### config.mk
export PLATFORM = sky130hd
export DESIGN_NAME = piso_tx
export DESIGN_NICKNAME = d
export VERILOG_FILES = /design/src/rtl/piso_pkg.sv /design/src/rtl/piso_dp.sv /design/src/rtl/piso_tx.sv
export SDC_FILE = /design/constraint.sdc
export NUM_CORES = 1
export LEC_CHECK = 0
export CORE_MARGIN = 1
export CORE_UTILIZATION = 30
export CTS_CLUSTER_SIZE = 40
export DETAILED_ROUTE_END_ITERATION = 10
export PLACE_DENSITY = 0.53
export SYNTH_ARGS = -nofsm -noshare
export SYNTH_HDL_FRONTEND = slang
export SYNTH_SLANG_ARGS = --single-unit
### constraint.sdc
create_clock -name clk -period 1.11 [get_ports clk]
set_input_delay 0.222 -clock clk [delete_from_list [all_inputs] [get_ports clk]]
set_output_delay 0.222 -clock clk [all_outputs]
set_load 0.01 [all_outputs]
### src/rtl/piso_pkg.sv
// piso_pkg: shared types and constants for the piso_tx transmitter.
//   state_e      - controller state encoding (2 bits)
//   DATA_W_DEF   - default parallel word width
package piso_pkg;

  localparam int DATA_W_DEF = 8;

  typedef enum logic [1:0] {
    ST_IDLE  = 2'd0,
    ST_SHIFT = 2'd1,
    ST_DONE  = 2'd2
  } state_e;

endpackage

### src/rtl/piso_dp.sv
// piso_dp: datapath for piso_tx. Holds the shift register, the bit counter
// and the bit-period divider, and flags the final clock of the final bit.
//   clk, rst_sh  - clock, async active-high reset
//   clr_i        - synchronous clear of all state (highest priority)
//   load_i       - load pi_i into the shift register, zero counters
//   shift_en_i   - transfer in progress: advance divider / shift on period end
//   pi_i         - parallel word
//   sh0_o        - current serial bit (shift register LSB)
//   last_o       - bit_cnt==DATA_W-1 and div_cnt==BIT_DIV-1
module piso_dp #(
  parameter int DATA_W  = 8,
  parameter int BIT_DIV = 1
) (
  input  logic              clk,
  input  logic              rst_sh,
  input  logic              clr_i,
  input  logic              load_i,
  input  logic              shift_en_i,
  input  logic [DATA_W-1:0] pi_i,
  output logic              sh0_o,
  output logic              last_o
);

  localparam int CNT_W = $clog2(DATA_W);
  // BIT_DIV=1 still needs a 1-bit divider so the compare below is well-formed.
  localparam int DIV_W = (BIT_DIV > 1) ? $clog2(BIT_DIV) : 1;
  localparam logic [CNT_W-1:0] BIT_LAST = CNT_W'(DATA_W - 1);
  localparam logic [DIV_W-1:0] DIV_LAST = DIV_W'(BIT_DIV - 1);

  logic [DATA_W-1:0] sh_q,  sh_d;
  logic [CNT_W-1:0]  bit_q, bit_d;
  logic [DIV_W-1:0]  div_q, div_d;
  logic              period_end;

  assign period_end = (div_q == DIV_LAST);
  assign last_o     = period_end && (bit_q == BIT_LAST);
  assign sh0_o      = sh_q[0];

  always_comb begin
    sh_d  = sh_q;
    bit_d = bit_q;
    div_d = div_q;
    if (clr_i) begin
      sh_d  = '0;
      bit_d = '0;
      div_d = '0;
    end else if (load_i) begin
      sh_d  = pi_i;
      bit_d = '0;
      div_d = '0;
    end else if (shift_en_i) begin
      if (period_end) begin
        div_d = '0;
        sh_d  = {1'b0, sh_q[DATA_W-1:1]};
        bit_d = bit_q + CNT_W'(1);
      end else begin
        div_d = div_q + DIV_W'(1);
      end
    end
  end

  always_ff @(posedge clk or posedge rst_sh) begin
    if (rst_sh) begin
      sh_q  <= '0;
      bit_q <= '0;
      div_q <= '0;
    end else begin
      sh_q  <= sh_d;
      bit_q <= bit_d;
      div_q <= div_d;
    end
  end

endmodule

### src/rtl/piso_tx.sv
// piso_tx: parallel-in/serial-out transmitter. Accepts a DATA_W-bit word on
// start while ready, sends it LSB-first on so qualified by so_en (one bit
// per BIT_DIV clocks), then pulses done for one cycle.
//   clk, rst_sh  - clock, async active-high reset
//   start, pi    - send request and parallel word (sampled on accepting edge)
//   abort        - synchronous kill of any transfer, no done pulse
//   ready, busy  - can accept start / transfer in progress
//   so, so_en    - serial bit and its valid (receiver shift enable)
//   done         - one-cycle pulse after the last bit
module piso_tx
  import piso_pkg::*;
#(
  parameter int DATA_W  = DATA_W_DEF,
  parameter int BIT_DIV = 1
) (
  input  logic              clk,
  input  logic              rst_sh,
  input  logic              start,
  input  logic [DATA_W-1:0] pi,
  input  logic              abort,
  output logic              ready,
  output logic              busy,
  output logic              so,
  output logic              so_en,
  output logic              done
);

  state_e state_q, state_d;
  logic   load, clr, shift_en, last, sh0;

  piso_dp #(
    .DATA_W (DATA_W),
    .BIT_DIV(BIT_DIV)
  ) u_dp (
    .clk       (clk),
    .rst_sh    (rst_sh),
    .clr_i     (clr),
    .load_i    (load),
    .shift_en_i(shift_en),
    .pi_i      (pi),
    .sh0_o     (sh0),
    .last_o    (last)
  );

  always_ff @(posedge clk or posedge rst_sh) begin
    if (rst_sh) state_q <= ST_IDLE;
    else        state_q <= state_d;
  end

  always_comb begin
    state_d = state_q;
    load    = 1'b0;
    clr     = 1'b0;
    if (abort) begin
      state_d = ST_IDLE;
      clr     = 1'b1;
    end else begin
      case (state_q)
        ST_IDLE: if (start) begin
          load    = 1'b1;
          state_d = ST_SHIFT;
        end
        ST_SHIFT: if (last) state_d = ST_DONE;
        // Re-accepting here keeps the inter-word so_en gap to one cycle.
        ST_DONE: begin
          if (start) begin
            load    = 1'b1;
            state_d = ST_SHIFT;
          end else begin
            state_d = ST_IDLE;
          end
        end
        default: state_d = ST_IDLE;
      endcase
    end
  end

  assign shift_en = (state_q == ST_SHIFT);
  assign busy     = shift_en;
  assign so_en    = shift_en;
  assign so       = shift_en & sh0;
  assign done     = (state_q == ST_DONE);
  assign ready    = (state_q == ST_IDLE) || (state_q == ST_DONE);

endmodule

==> images/met3.png <==
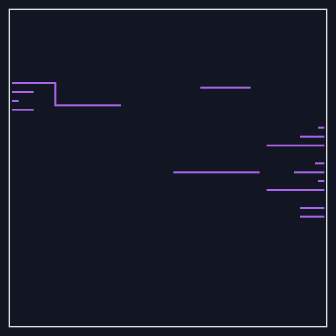
The wires run mostly horizontal. The layer holds 4.9% of the routed length. The longest straight run is 12.9 microns. 15 nets have wire on it.

==> images/final_placement.png <==
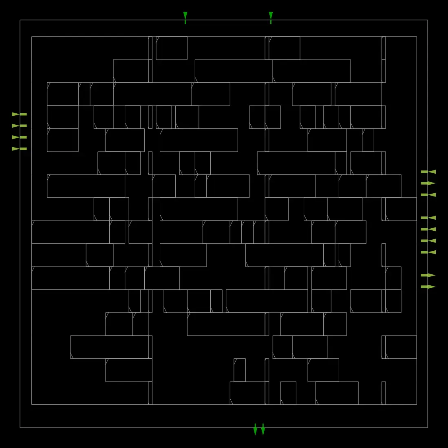
total number of sequential cells: 13
fillcell total: 185

==> images/wire_density.png <==
10 x 10 tiles, from black (low) to pale yellow (high), scaled to the fullest tile. Values are wire area over tile area, all layers added.
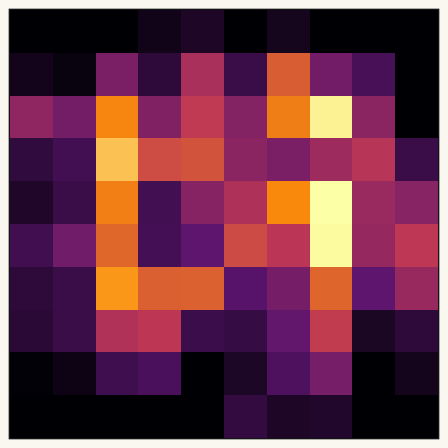
The mean over all tiles is 0.11. The densest ninth of the die: right middle. 19% of the tiles are nearly empty. The fullest tile reaches 0.39. The emptiest ninth of the die: bottom left. 20% of the tiles are over half the peak.

==> images/port_nets.png <==
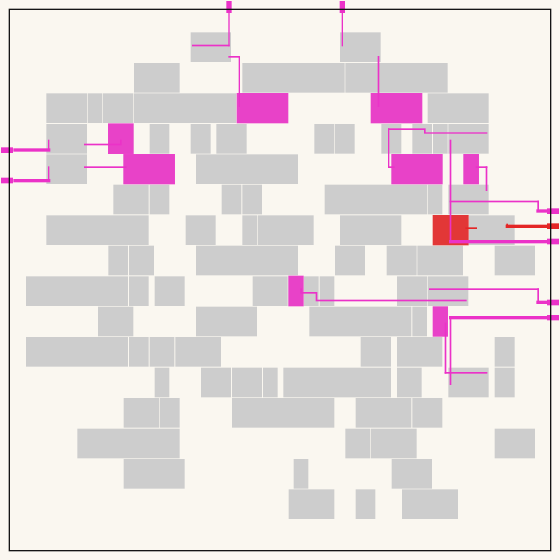
Key: pi = magenta [direction input, edge 4 right, 2 top, 2 left, end cells 8, buffers 8, wire 127 microns]; so = red [direction output, edge right, end cells 1, buffers 1, wire 4.50 microns]
number of top-level pins: 17
input/output buffers: 16

==> images/registers.png <==
Other cells in gray.
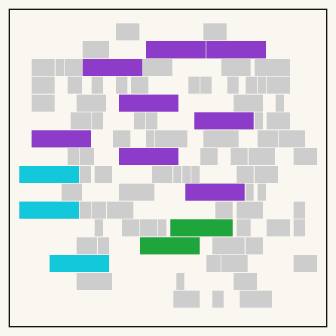
Key: state_q = green [sequential cells 2]; u_dp.bit_q = cyan [sequential cells 3]; u_dp.sh_q = purple [sequential cells 8]

==> reports/results.env <==
DRC_ERRORS=0
POST_LAYOUT_NONFILLER_INSTANCES=120
YOSYS.AREA.TOP_TYPE_SHARE_PCT=50.8
WORST_SLEW_MARGIN_REL_PCT=80.8
SYNTH.YOSYS.WARNINGS=0
SYNTH_SEQUENTIAL_AREA_RATIO_PCT=50.8
CTS_TREE='yes'
PATH_MAX_FANOUT=4
POSTSYNTH.ASYNCRESETSHARE_PCT=100
TIMING_MAX_TRANSITION_VIOLATIONS_FINAL=0
FP-ROW-COUNT=16
P_SW_SHARE_PCT=27.7
TIMING.REG2REG.WORST_PATH_DEPTH=6
PLACEABLECOREAREA_SQ_MM=0.00198
TIMING.FINAL.SETUP_VIOLATIONS=15
FIRST_GLOBAL_VIAS=494
CLOCK.LATENCY.LATE_PIN_PS=270
CRITPATHBUFINV=2
CRIT_PATH_CELL_CHAIN='nand2b_4, inv_4, and2_4, buf_6'
CTS_HOLD_BUFFERS=0
P_SEQ_SHARE_PCT=48.1
NUM-NETS-FINAL=108
SYNTH_AREA_SQ_UM=641
NETLIST_TOP_CELLS_AREA='dfrtp_1 51%, a21oi_1 6.3%, nand3_1 6.3%'
CORE_UTIL_FLOORPLAN_PCT=32.3
MOST_INSTANTIATED_LIBRARY_CELL_AFTER_SYNTHESIS='dfrtp_1'
CTS-BUFFERS-INSERTED=3
OPENROAD_WARNING_COUNT=28
GRT_MAX_DEGREE=16
POSTPLACECELLAREA_SQ_UM=860
FINAL-HOLD-VIOLATION-COUNT=0
REG_TO_REG_STARTPOINT='state_q[1]'
PLACE.DETAILED.INSTANCES=112
FIRST_PASS_GRT_WIRE_LENGTH_MICRONS=2240
POST-ROUTE-MIN-PERIOD_PS=1290
WIRELENGTH_MICRONS=1660
CRITICAL_PATH.TOP_DELAY_FAMILY='flip-flops'
ANTENNA_FOUND_INITIAL=0
VIAS=582
TIMING_WORST_SETUP_PATH_TYPE='reg -> out'
ENABLE_FLOP_CELLS=0
NUMBER_OF_NETS_STILL_FAILING_ANTENNA_CHECKS_AFTER_ROUTING=0
CRITICAL_PATH_REQUIRED_PS=890
CHIPWIDTH_MICRONS=48.2
CRITICAL_PATH.MAX_STAGE_DELAY_PS=440
HOLD_CLASS='in -> async'
FINAL_LAYOUT_TOP_LOGIC_CELLS='12 x dfrtp_1, 11 x clkdlybuf4s50_1, 8 x nand3_1'
DRV.MAX_CAP_VIOLATION_COUNT=0
SHARE_CLK_OF_TOTAL_POWER_PCT=26.8
LAY_TOP_COUNT='dfrtp_1'
POST-ROUTE-PERIOD-UTIL_PCT=116
LARGEST_AREA_CELL='dfrtp_1'
START_KIND='flip-flop'
DETAILEDROUTE.FIRSTITERATIONVIOLATIONS=14
POST_SYNTH_INST_COUNT=67
CTS.PATH.MAX_BUFFERS=2
DETAIL_ROUTE.WL_PER_CELL_MICRONS=13.8
SYN_NETS=81
CTSHTREEMAXLEVEL=1
FLOP_CELL='dfrtp_1'
NETLIST-CELL-TYPE-COUNT=21
VIOLATIONS='setup timing'
DRT_VIA_DENSITY=4.85
FINCLKSKEW_PS=1.13
CRITICAL_PATH.ENDPOINT_TYPE='primary output'
SYNTH-CELLS-YOSYS=67
FINAL_CELL_AREA_SQ_UM=997
WORST_SETUP_HOLD_PATH_CLK_SLEW_PS=80
VDD_DROP_MAX_V=0.000625
GPL.FINAL_WEIGHTED_CONGESTION=0.706
WORSTPATHARRIVAL_PS=1060
LEAST_MARGIN_PIN_SLEW_PS=287
SYN_TO_FINAL_GROWTH_PCT=55.7
P_INT_uW=784
SYNTH.AVG_CELL_AREA_SQ_UM=9.56
NUM_ANTENNA_CELLS=0
POWER.COMBINATIONAL.FRACTION_PCT=25.1
POST_ROUTE_CELLS_DRIVE_ABOVE_1_SHARE_PCT=43.0
STATUS='finished with violations'
POWER.DENSITY_CELL_AREA_mW_PER_MM2=1090
SYNTHTOPCELLSBYCOUNT='13 x dfrtp_1, 9 x nand2_1, 8 x a21oi_1, 8 x nand3_1'
SYNTHESIS_STAGE_REGISTER_BIT_COUNT=13
FIN_WS_PS=-177
DPL.HPWL_MICRONS=982
LEAKAGE_POWER_nW=0.435
## power groups by stage
stage / logic (mW) / clock network (mW) / registers (mW)
2_1_floorplan: 0.115 / 0 / 0.525
3_3_place_gp: 0.210 / 0 / 0.526
3_5_place_dp: 0.210 / 0 / 0.527
4_1_cts: 0.243 / 0.306 / 0.520
5_1_grt: 0.296 / 0.327 / 0.524
6_report: 0.272 / 0.290 / 0.522
## registers in the layout (all words and copies together), names as in the netlist
register / flops
u_dp.sh_q: 8
u_dp.bit_q: 3
state_q: 2
## cell families after synthesis
family          synth area share (%)
compound gates                  16.2
fa+ha+maj                       3.91
buf+inv                         7.22
flops                           50.8
simple gates                    21.9
## layout make-up
cell class              count  area [sq um]
clock buffers               4          26.3
fillers                   185           985
inverters                   3          13.8
flip-flops and latches     13           327
multi-input cells          47           359
repair buffers             26           238
well taps                  27          33.8
## metal layers
metal	track usage [%]	share of wire, %
met1	17.7	45
met5	0	0
met3	3.33	4.8
met2	24.0	50
met4	5.00	0
## worst max-delay path by stage
stage                from            to  slack [ps]  cells past startpoint
2_1_floorplan  state_q[0]  u_dp.sh_q[0]          30                      3
3_3_place_gp   state_q[1]            so        -330                      4
3_5_place_dp   state_q[1]            so        -340                      4
4_1_cts        state_q[1]            so        -190                      4
5_1_grt        state_q[1]            so        -230                      4
6_report       state_q[0]            so        -180                      4
## timing repair
item,in CTS,in global routing
setup endpoints to repair,13,17
gates resized,36,12
setup buffers,2,1
pin swaps,12,2
cloned,0,1
## per-stage QoR
stage                     util [%]  hold slack, ps  setup slack [ps]  setup TNS [ps]
final                         50.3             232              -177           -1150
after global routing          50.3             264              -231           -1910
after CTS                     47.3             229              -194           -1300
after detailed placement      43.4             527              -335           -3490
after global placement        43.4             523              -329           -3460
after floorplan                  -            99.0              25.2               0
Power figures rest on the tool's default switching activity, not on a simulated workload.
